<file path="src/rtl/mul_div_seq.sv">
// Bit-serial unsigned multiply (shift-add) / divide (restoring) unit.
// One multiplier or quotient bit per clock; WIDTH iterations per operation.
//
//   state  | meaning
//   S_IDLE | waiting for START, results held
//   S_RUN  | one iteration per clock, BUSY high
//   S_DONE | DONE pulse, results valid; START accepted here too
module mul_div_seq #(
    parameter int WIDTH = 8
) (
    input  logic             CLK,
    input  logic             RST,
    input  logic             START,
    input  logic             MUL_BAR,
    input  logic [WIDTH-1:0] A,
    input  logic [WIDTH-1:0] B,
    output logic             BUSY,
    output logic             DONE,
    output logic [WIDTH-1:0] RESULT_HI,
    output logic [WIDTH-1:0] RESULT_LO,
    output logic             DIV_BY_ZERO
);

    localparam int CW = $clog2(WIDTH);
    localparam logic [CW-1:0] LAST_ITER = CW'(WIDTH - 1);

    typedef enum logic [1:0] {S_IDLE, S_RUN, S_DONE} state_t;

    state_t           state_q;
    logic             mode_q;
    logic [WIDTH-1:0] opnd_q;
    logic [WIDTH-1:0] hi_q;
    logic [WIDTH-1:0] lo_q;
    logic [CW-1:0]    cnt_q;
    logic             busy_q;
    logic             done_q;
    logic [WIDTH-1:0] res_hi_q;
    logic [WIDTH-1:0] res_lo_q;
    logic             dbz_q;

    logic [WIDTH-1:0] hi_d;
    logic [WIDTH-1:0] lo_d;
    logic [WIDTH:0]   sum;
    logic [WIDTH:0]   rem_s;
    logic             trial_neg;

    // opnd_q holds the multiplicand in multiply mode and the divisor in divide
    // mode. The remainder is always < divisor, so hi_q needs only WIDTH bits;
    // the extra remainder bit exists only transiently in rem_s.
    always_comb begin
        hi_d      = hi_q;
        lo_d      = lo_q;
        sum       = {1'b0, hi_q} + (lo_q[0] ? {1'b0, opnd_q} : {(WIDTH+1){1'b0}});
        rem_s     = {hi_q, lo_q[WIDTH-1]};
        trial_neg = (rem_s < {1'b0, opnd_q});
        if (mode_q) begin
            hi_d = trial_neg ? rem_s[WIDTH-1:0] : (rem_s[WIDTH-1:0] - opnd_q);
            lo_d = {lo_q[WIDTH-2:0], ~trial_neg};
        end else begin
            hi_d = sum[WIDTH:1];
            lo_d = {sum[0], lo_q[WIDTH-1:1]};
        end
    end

    always_ff @(posedge CLK) begin
        if (RST) begin
            state_q  <= S_IDLE;
            mode_q   <= 1'b0;
            opnd_q   <= '0;
            hi_q     <= '0;
            lo_q     <= '0;
            cnt_q    <= '0;
            busy_q   <= 1'b0;
            done_q   <= 1'b0;
            res_hi_q <= '0;
            res_lo_q <= '0;
            dbz_q    <= 1'b0;
        end else begin
            case (state_q)
                S_IDLE, S_DONE: begin
                    done_q <= 1'b0;
                    if (START) begin
                        mode_q <= MUL_BAR;
                        opnd_q <= MUL_BAR ? B : A;
                        hi_q   <= '0;
                        lo_q   <= MUL_BAR ? A : B;
                        cnt_q  <= '0;
                        dbz_q  <= 1'b0;
                        if (MUL_BAR && (B == '0)) begin
                            state_q  <= S_DONE;
                            done_q   <= 1'b1;
                            res_hi_q <= A;
                            res_lo_q <= '1;
                            dbz_q    <= 1'b1;
                        end else begin
                            state_q <= S_RUN;
                            busy_q  <= 1'b1;
                        end
                    end else begin
                        state_q <= S_IDLE;
                    end
                end
                S_RUN: begin
                    hi_q  <= hi_d;
                    lo_q  <= lo_d;
                    cnt_q <= cnt_q + 1'b1;
                    if (cnt_q == LAST_ITER) begin
                        state_q  <= S_DONE;
                        busy_q   <= 1'b0;
                        done_q   <= 1'b1;
                        res_hi_q <= hi_d;
                        res_lo_q <= lo_d;
                    end
                end
                default: begin
                    state_q <= S_IDLE;
                    busy_q  <= 1'b0;
                    done_q  <= 1'b0;
                end
            endcase
        end
    end

    assign BUSY        = busy_q;
    assign DONE        = done_q;
    assign RESULT_HI   = res_hi_q;
    assign RESULT_LO   = res_lo_q;
    assign DIV_BY_ZERO = dbz_q;

endmodule

</file>
<file path="config.mk">
export PLATFORM = sky130hd
export DESIGN_NAME = mul_div_seq
export DESIGN_NICKNAME = d
export VERILOG_FILES = /design/src/rtl/mul_div_seq.sv
export SDC_FILE = /design/constraint.sdc
export NUM_CORES = 1
export LEC_CHECK = 0
export ABC_AREA = 0
export CAP_MARGIN = 5
export CORE_MARGIN = 2
export CORE_UTILIZATION = 45
export CTS_CLUSTER_DIAMETER = 200
export DETAILED_ROUTE_END_ITERATION = 7
export MAX_ROUTING_LAYER = met4
export PLACE_DENSITY = 0.66
export REMOVE_ABC_BUFFERS = 1
export SKIP_CTS_REPAIR_TIMING = 1
export SYNTH_ARGS = -nofsm -noshare
export SYNTH_HDL_FRONTEND = slang
export SYNTH_SLANG_ARGS = --single-unit
</file>
<file path="constraint.sdc">
create_clock -name CLK -period 2.55 [get_ports CLK]
set_input_delay 0.3825 -clock CLK [delete_from_list [all_inputs] [get_ports CLK]]
set_output_delay 0.3825 -clock CLK [all_outputs]
set_load 0.02 [all_outputs]
</file>
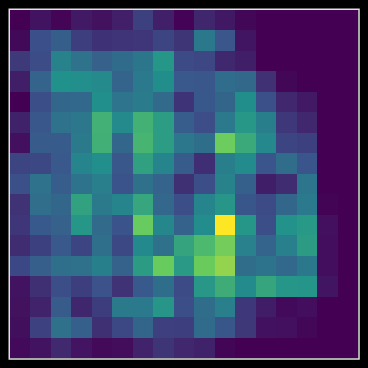
metal_density.png
Scale: 4 px per µm. 17 x 17 tiles, from dark purple (low) to yellow (high), scaled to the fullest tile. Values are wire area over tile area, all layers added.
emptiest ninth of the die: north-east
tiles over half the peak: 13%
nearly empty tiles: 18%

==> run_results.csv <==
group,metric,value,unit
outcome,status,"complete, no violations",
grt,grt_usage,23.3,%
placement,place_ws,0.197,ns
pwr,seq_power_share,47.9,%
finish,lay_top_cells,"dfxtp_1 (48), nor2_1 (45), a21oi_1 (37), clkdlybuf4s50_1 (37), nand2_1 (34)",
yosys,synthTopCellsByCount,"dfxtp_1 (48), nor2_1 (45), a21oi_1 (37), nand2_1 (34), nor3_1 (21)",
yosys,yosysWarnings,0,
placement,hpwl,6320,µm
critical_path,slowest_delay,0.42,ns
critical_path,crit_family,"AND-OR/OR-AND gates",
clocking,insertion_delay,0.30,ns
critical_path,path_class,"flop to flop",
placement,placed_cell_area,3600,µm²
yosys,async_flop_share,0,%
pwr,p_switching,517,µW
grt,grt_pass1_vias,2843,
detailed_routing,vias_per_cell,5.89,
sta,period_needed,2.34,ns
grt,grt_busiest_layer,"met2",
critical_path,rr_startpoint,"lo_q[7]",
yosys,syn-cell-area,3110,µm²
yosys,ys_sh_mux,8.66,%
placement,io_buffers,38,
pwr,pg_comb,417,µW
critical_path,cp-start-kind,"flop",
placement,gp_congestion,0.848,
finish,antenna_cells,0,
critical_path,r2r_end,"RESULT_HI[6]",
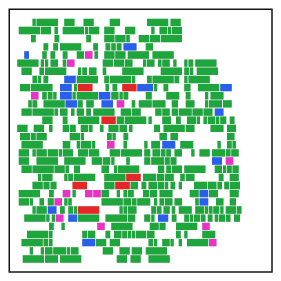
sizes.png
Scale: 3 px per µm.
legend:
  _2 cells:
    color: blue
    cells: 19
  _3 and _4 cells:
    color: magenta
    cells: 14
  _6 and larger:
    color: red
    cells: 7
  _0 and _1 cells:
    color: green
    cells: 381

Power is estimated from default activity; no workload was simulated.
